File: src/rtl/uart_rx_mmio.sv
// Memory-mapped UART receiver: 2-flop rxd synchronizer, mid-bit sampling FSM,
// byte FIFO and a 16-byte register window (RXDATA / STATUS / DIV) with registered reads.
module uart_rx_mmio #(
    parameter logic [31:0] BASE    = 32'hffff0010,
    parameter int          DEPTH   = 16,
    parameter logic [15:0] DIV_RST = 16'd868
) (
    input  logic        clk,
    input  logic        xreset,
    input  logic [31:0] d_adr,
    input  logic        d_re,
    input  logic [3:0]  d_we,
    input  logic [31:0] d_dw,
    output logic [31:0] d_dr,
    output logic        d_sel,
    input  logic        rxd,
    output logic        irq
);
    localparam int AW = (DEPTH > 1) ? $clog2(DEPTH) : 1;
    localparam int CW = $clog2(DEPTH + 1);

    typedef enum logic [1:0] {S_IDLE, S_START, S_DATA, S_STOP} state_t;

    logic          r_sync1, r_sync2;
    state_t        r_state;
    logic [15:0]   r_div;
    logic [15:0]   r_cnt;
    logic [2:0]    r_bitn;
    logic [7:0]    r_shift;
    logic [7:0]    r_mem [DEPTH];
    logic [AW-1:0] r_wp, r_rp;
    logic [CW-1:0] r_count;
    logic          r_overrun, r_frame_err;
    logic [31:0]   r_dr;
    logic          r_sel, r_irq;

    logic          w_rxd, w_expire, w_stop_done, w_push_req, w_frame_bad;
    logic          w_hit, w_rd, w_pop, w_push, w_ovr_set, w_full, w_not_empty;
    logic          w_stat_wr, w_div_wr;
    logic [3:0]    w_off;
    logic [15:0]   w_div_merge;
    logic [31:0]   w_status;
    logic          w_unused;

    assign w_rxd       = r_sync2;
    assign w_expire    = (r_cnt <= 16'd1);
    assign w_stop_done = (r_state == S_STOP) && w_expire;
    assign w_push_req  = w_stop_done && w_rxd;
    assign w_frame_bad = w_stop_done && !w_rxd;

    assign w_hit       = (d_adr[31:4] == BASE[31:4]);
    assign w_off       = d_adr[3:0];
    assign w_rd        = w_hit && d_re;
    assign w_not_empty = (r_count != '0);
    assign w_full      = (r_count == CW'(DEPTH));
    assign w_pop       = w_rd && (w_off == 4'h0) && w_not_empty;
    // A pop in the same cycle frees the slot, so a push into a full FIFO still lands.
    assign w_push      = w_push_req && (!w_full || w_pop);
    assign w_ovr_set   = w_push_req && w_full && !w_pop;
    assign w_stat_wr   = w_hit && (w_off == 4'h4) && d_we[0];
    assign w_div_wr    = w_hit && (w_off == 4'h8) && (d_we[0] || d_we[1]);
    assign w_status    = {19'b0, 5'(r_count), 4'b0, r_frame_err, r_overrun, w_full, w_not_empty};
    assign w_unused    = ^{d_we[3:2], d_dw[31:16]};

    always_comb begin
        w_div_merge = r_div;
        if (d_we[0]) w_div_merge[7:0]  = d_dw[7:0];
        if (d_we[1]) w_div_merge[15:8] = d_dw[15:8];
    end

    always_ff @(posedge clk) begin
        if (!xreset) begin
            r_sync1 <= 1'b1;
            r_sync2 <= 1'b1;
        end else begin
            r_sync1 <= rxd;
            r_sync2 <= r_sync1;
        end
    end

    // Counter expires when it reaches 1, so a load of N spans exactly N cycles.
    always_ff @(posedge clk) begin
        if (!xreset) begin
            r_state <= S_IDLE;
            r_cnt   <= '0;
            r_bitn  <= '0;
            r_shift <= '0;
        end else begin
            case (r_state)
                S_IDLE: begin
                    if (!w_rxd) begin
                        r_state <= S_START;
                        r_cnt   <= {1'b0, r_div[15:1]};
                    end
                end
                S_START: begin
                    if (w_expire) begin
                        r_cnt  <= r_div;
                        r_bitn <= '0;
                        r_state <= w_rxd ? S_IDLE : S_DATA;
                    end else begin
                        r_cnt <= r_cnt - 16'd1;
                    end
                end
                S_DATA: begin
                    if (w_expire) begin
                        r_shift <= {w_rxd, r_shift[7:1]};
                        r_cnt   <= r_div;
                        r_bitn  <= r_bitn + 3'd1;
                        if (r_bitn == 3'd7) r_state <= S_STOP;
                    end else begin
                        r_cnt <= r_cnt - 16'd1;
                    end
                end
                S_STOP: begin
                    if (w_expire) r_state <= S_IDLE;
                    else          r_cnt   <= r_cnt - 16'd1;
                end
                default: r_state <= S_IDLE;
            endcase
        end
    end

    always_ff @(posedge clk) begin
        if (w_push) r_mem[r_wp] <= r_shift;
    end

    always_ff @(posedge clk) begin
        if (!xreset) begin
            r_wp    <= '0;
            r_rp    <= '0;
            r_count <= '0;
        end else begin
            if (w_push) r_wp <= r_wp + 1'b1;
            if (w_pop)  r_rp <= r_rp + 1'b1;
            case ({w_push, w_pop})
                2'b10:   r_count <= r_count + 1'b1;
                2'b01:   r_count <= r_count - 1'b1;
                default: r_count <= r_count;
            endcase
        end
    end

    always_ff @(posedge clk) begin
        if (!xreset) begin
            r_overrun   <= 1'b0;
            r_frame_err <= 1'b0;
            r_div       <= DIV_RST;
            r_irq       <= 1'b0;
        end else begin
            r_irq <= w_not_empty | r_overrun | r_frame_err;
            if (w_stat_wr && d_dw[2]) r_overrun   <= 1'b0;
            if (w_stat_wr && d_dw[3]) r_frame_err <= 1'b0;
            if (w_ovr_set)            r_overrun   <= 1'b1;
            if (w_frame_bad)          r_frame_err <= 1'b1;
            if (w_div_wr) r_div <= (w_div_merge < 16'd4) ? 16'd4 : w_div_merge;
        end
    end

    always_ff @(posedge clk) begin
        if (!xreset) begin
            r_dr  <= '0;
            r_sel <= 1'b0;
        end else begin
            r_sel <= w_rd;
            r_dr  <= '0;
            if (w_rd) begin
                case (w_off)
                    4'h0:    r_dr <= w_not_empty ? {24'b0, r_mem[r_rp]} : 32'b0;
                    4'h4:    r_dr <= w_status;
                    4'h8:    r_dr <= {16'b0, r_div};
                    default: r_dr <= '0;
                endcase
            end
        end
    end

    assign d_dr  = r_dr;
    assign d_sel = r_sel;
    assign irq   = r_irq;
endmodule

File: config.mk
export PLATFORM = sky130hd
export DESIGN_NAME = uart_rx_mmio
export DESIGN_NICKNAME = d
export VERILOG_FILES = /design/src/rtl/uart_rx_mmio.sv
export SDC_FILE = /design/constraint.sdc
export NUM_CORES = 1
export LEC_CHECK = 0
export CORE_MARGIN = 2
export CORE_UTILIZATION = 51
export CTS_CLUSTER_SIZE = 14
export DETAILED_ROUTE_END_ITERATION = 6
export PLACE_DENSITY = 0.76
export SYNTH_ARGS = -nofsm -noshare
export SYNTH_HDL_FRONTEND = slang
export SYNTH_SLANG_ARGS = --single-unit
File: constraint.sdc
create_clock -name clk -period 4 [get_ports clk]
set_input_delay 0.8 -clock clk [delete_from_list [all_inputs] [get_ports clk]]
set_output_delay 0.8 -clock clk [all_outputs]
set_load 0.01 [all_outputs]
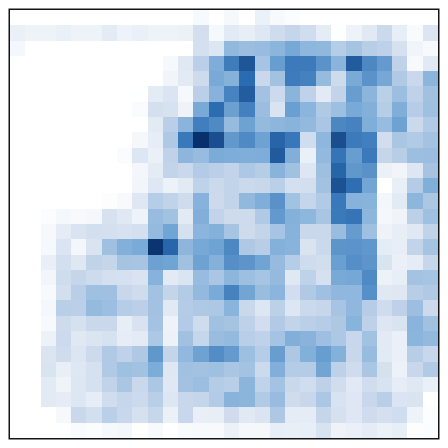
**Above:** run 1 (routed metal per tile).
28 x 28 tiles, from white (low) to dark blue (high), scaled to the fullest tile. Values are wire area over tile area, all layers added.
densest ninth of the die: middle
mean over tiles: 0.19
emptiest ninth of the die: top left
tiles over half the peak: 11%
Routed WL: 22600 um
Routed wire per std cell: 21.5 um
via count: 6659
Overall Global Routing Usage: 23.0%

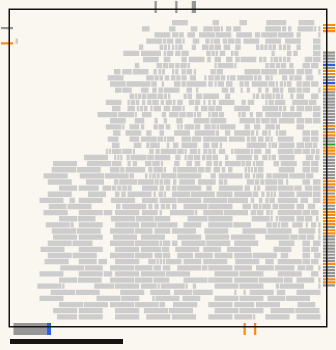
**Above:** run 1 (pin map).
Bar = 50 um. Pins as bars across the die edge, other pins in gray.
| port | color | pins | direction | edge |
|---|---|---|---|---|
| d_dr | orange | 32 | output | 29 right, 2 bottom, 1 left |
| d_we | blue | 4 | input | 2 right, 2 bottom |
| irq | green | 1 | output | right |
all pins by edge: 80 right, 20 bottom, 4 top, 2 left
Buffers on Ports: 71
Die Width: 140 um

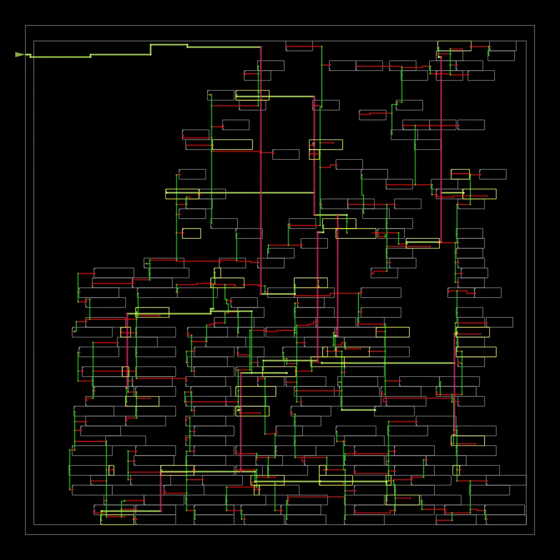
**Above:** run 1 (clock routing).
clock sink total: 212
Seq cells: 212
Clock Latency Late Sink: 0.52 ns

==> job_summary.md, run 1 <==
### Metrics collected by this job

| Metric | Value |
|---|---|
| Met3 Use GR | 4.48% |
| Most frequent cells after synthesis | edfxtp_1, dfxtp_1, nor2_1 |
| Metal3 WL | between 2000 and 2500 um |
| Nonclk inv count | 22 |
| Complex Gates by Area | 10.3% |
| Root Driver | clkbuf_16 |
| Max-cap check violation count | 0 |
| Post-layout min period | between 3 and 4 ns |
| Worst hold slack | approximately 0.41 ns |
| Tapcells | ~230 |
| Yosys cell count | 734 |
| DR iter-0 viols | roughly 780 |
| ClkCell Share | under 10% |
| Core area | 0.0181 sq mm |
| CTS tree | built |
| Synthesis area per yosys | 0.00947 sq mm |
| # IOs | 106 |
| Seq/total area | 49.4% |
| Net switching power figure | roughly 1.5 mW |
| Clock power frac | 38.8% |
| Most Frequent Cell on Critical Path | ha_1 |
| Logic area | 0.00361 sq mm |
| Clkbuf count | 28 |
| Buffers outside the clock class | 97 |
| Core Util, Final | 61.8% |
| Placed cell count | between 1000 and 1500 |
| Worst-path clk slew | 0.06 ns |
| Antenna diode count | 0 |
| Mean area per synthesized cell | 12.9 sq um |
| Max VDD drop | ~0.31 mV |
| Flip-flops with a built-in enable | 128 |
| Comb pwr | 989 uW |
| Status | completed |
| M2 GR Usage | 37.9% |
| Design Power | 5.53 mW |
| Final nets | 896 |
| Endpoints failing setup | 0 |
| Crit path cell chain | clkdlybuf4s50_1 -> or4b_4 -> nor4_4 -> nand4_1 -> a21oi_2 -> inv_1 -> ha_1 -> xor2_1 -> ha_1 -> a21o_1 -> o211ai_1 -> a31oi_1 -> or3_1 -> a21oi_1 |
| Resized cells post-CTS | 0 |
| End of the critical path | r_count[4] |
| Worst hold start | r_sync1 |
--- run 2 (diff from run 1) ---
SETUP_SLACK_MARGIN = 0.2   (was not set)
==> job_summary.md, run 2 <==
### Metrics collected by this job

| Metric | Value |
|---|---|
| Clock power frac | between 30 and 40% |
| # hold bufs at CTS | 0 |
| Net switching power figure | 1.51 mW |
| Worst Reg2Reg Path Length in Cells | 14 |
| Complex Gates by Area | roughly a tenth |
| Max VDD drop | 0.333 mV |
| Worst hold start | r_sync1 |
| Clkbuf count | 29 |
| Seq/total area | between 40 and 50% |
| Yosys cell count | approximately 730 |
| Worst-path clk slew | 0.06 ns |
| Placed cell count | 1014 |
| DR iter-0 viols | 694 |
| Most Frequent Cell on Critical Path | a21oi_2 |
| Sequential power | approximately 2.4 mW |
| Resized cells post-CTS | 0 |
| Final nets | 901 |
| Tapcells | approximately 230 |
| Mean area per synthesized cell | between 10 and 15 sq um |
| Status | completed |
| Metal3 WL | between 1500 and 2000 um |
| ClkCell Share | 6.65% |
| Die Width | 140 um |
| Antenna diode count | 0 |
| Comb pwr | 989 uW |
| Clock sink total | 212 |
| Root Driver | clkbuf_16 |
| Logic share of the area | 32.4% |
| Buffers on Ports | 71 |
| Share of cells above drive strength 1 | between 10% and 20% |
| Met3 Use GR | 3.76% |
| Synthesis area per yosys | 0.00947 sq mm |
| Seq cells | 212 |
| CTS tree | built |
| Endpoints failing setup | 0 |
| Logic area | 0.00364 sq mm |
| Post-layout min period | 3.60 ns |
| Flip-flops with a built-in enable | 128 |
| Worst hold slack | 0.425 ns |
| # IOs | 106 |
| Most frequent cells after synthesis | edfxtp_1, dfxtp_1, nor2_1 |
| Core area | 0.0181 sq mm |
| Design Power | about 5.5 mW |
| End of the critical path | r_count[4] |
| Core Util, Final | approximately 62% |
| Clock Latency Late Sink | 0.53 ns |
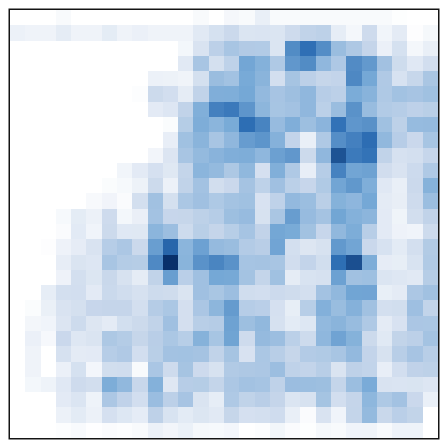
**Above:** run 2 (routed metal per tile).
28 x 28 tiles, from white (low) to dark blue (high), scaled to the fullest tile. Values are wire area over tile area, all layers added.
tiles over half the peak: 7.9%
fullest tile: 0.82
mean over tiles: 0.19
Overall Global Routing Usage: 22.2%
Routed wire per std cell: 21.0 um
Routed WL: 22200 um
via count: 6615

--- run 3 (diff from run 2) ---
MAX_ROUTING_LAYER = met4   (was not set)
==> job_summary.md, run 3 <==
### Metrics collected by this job

| Metric | Value |
|---|---|
| Status | completed |
| Design Power | 5.40 mW |
| Grt total ovfl | 0 |
| Warnings, synthesis | 0 |
| Logic share of the area | 32.5% |
| Most frequent cells after synthesis | edfxtp_1, dfxtp_1, nor2_1 |
| ClkCell Share | ~6.4% |
| Worst hold slack | 0.415 ns |
| Synth logic family | simple AND/OR/NAND/NOR gates |
| RR Startpoint | r_cnt[8] |
| Die Width | 140 um |
| Via count | ~6500 |
| Logic area | around 0.0036 sq mm |
| Clock sink total | 212 |
| Clkbuf count | 30 |
| H-tree levels | 1 |
| Net switching power figure | 1.50 mW |
| Worst-path clk slew | about 0.06 ns |
| Core area | 0.0181 sq mm |
| Root Driver | clkbuf_16 |
| Complex Gates by Area | between 10% and 20% |
| Reg2reg setup slack | around 0.80 ns |
| Met1 Use GR | 29.7% |
| Flip-flops with a built-in enable | approximately 130 |
| Clock power frac | 36.9% |
| # hold bufs at CTS | 0 |
| Metal3 WL | 2030 um |
| Worst Reg2Reg Path Length in Cells | 14 |
| Synthesis area per yosys | 0.00947 sq mm |
| Routed wire per std cell | 21.4 um |
| Final nets | 895 |
| Crit path cell chain | clkdlybuf4s50_1 -> or4_4 -> nor4_4 -> nand4_1 -> a21oi_2 -> inv_2 -> ha_1 -> xor2_1 -> ha_2 -> a21o_1 -> o211ai_1 -> a31oi_1 -> or3_1 -> a21oi_1 |
| Max VDD drop | 0.304 mV |
| DR iter-0 viols | 667 |
| Combinational fraction of design power | 18.6% |
| Max-cap check violation count | 0 |
| Overall Global Routing Usage | 23.3% |
| Routed WL | 22500 um |
| Yosys cell count | 734 |
| Worst hold start | r_sync1 |
| Buffers on Ports | between 70 and 80 |
| Endpoints failing setup | 0 |
| Nonclk inv count | 22 |
| End of the critical path | r_count[4] |
| Area leader, netlist | edfxtp_1 |
| # IOs | 106 |
| Met3 Use GR | 4.27% |
| Resized cells post-CTS | 0 |
| Sequential power | 2.40 mW |
| Buffers outside the clock class | 96 |
| Tapcells | 229 |
| Clock Latency Late Sink | approximately 0.52 ns |
| Core Util, Final | 61.6% |
| Seq/total area | 49.6% |
| Post-layout min period | 3.60 ns |
| Antenna diode count | 0 |
| Placed cell count | approximately 1000 |
| Die area | 0.0197 sq mm |
| Seq cells | 212 |
| Mean area per synthesized cell | about 13 sq um |
| CTS tree | built |
| Comb pwr | 1.01 mW |
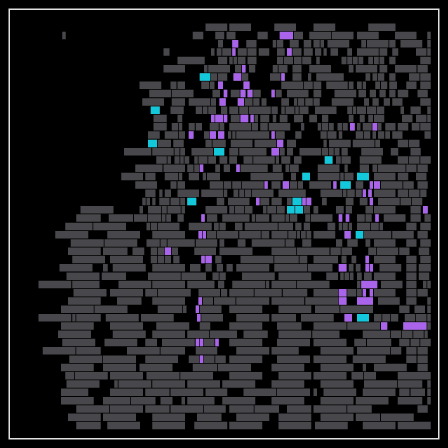
**Above:** run 3 (selected gate families).
| family | color | cells | most used |
|---|---|---|---|
| AND-OR and OR-AND gates | cyan | 14 | a21o_1 |
| NOR gates | purple | 72 | nor2_1 |
Commonest Layout Cell: edfxtp_1
Cell Count, Final, Fillers Out: 1051


==> gallery <==
Zoomed window.
Bar = 5 um. Window x 60 to 80, y 88 to 108 um. Cells in gray, sequential cells in the stronger gray; small squares are vias.
picture 1
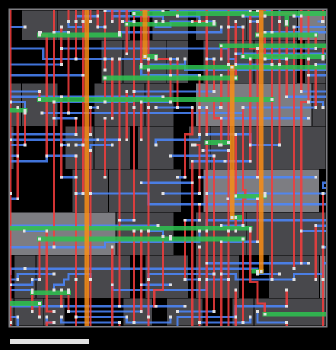
picture 2
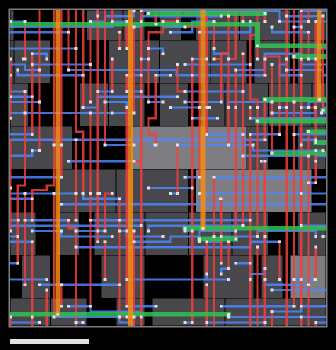
picture 3
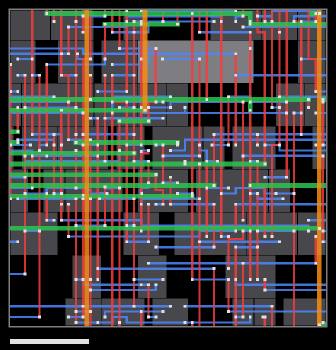
run 2: picture 2
run 1: picture 3
run 3: picture 1

Key to picture 2:
| layer | color |
|---|---|
| met3 | green |
| met1 | blue |
| met2 | red |
| met4 | orange |
netlist names of flops here include: r_cnt (2)
cells with their middle in the window: 42
sequential cells in the window: 2
most frequent: nor2_1 (4)

Power is estimated from default activity; no workload was simulated.
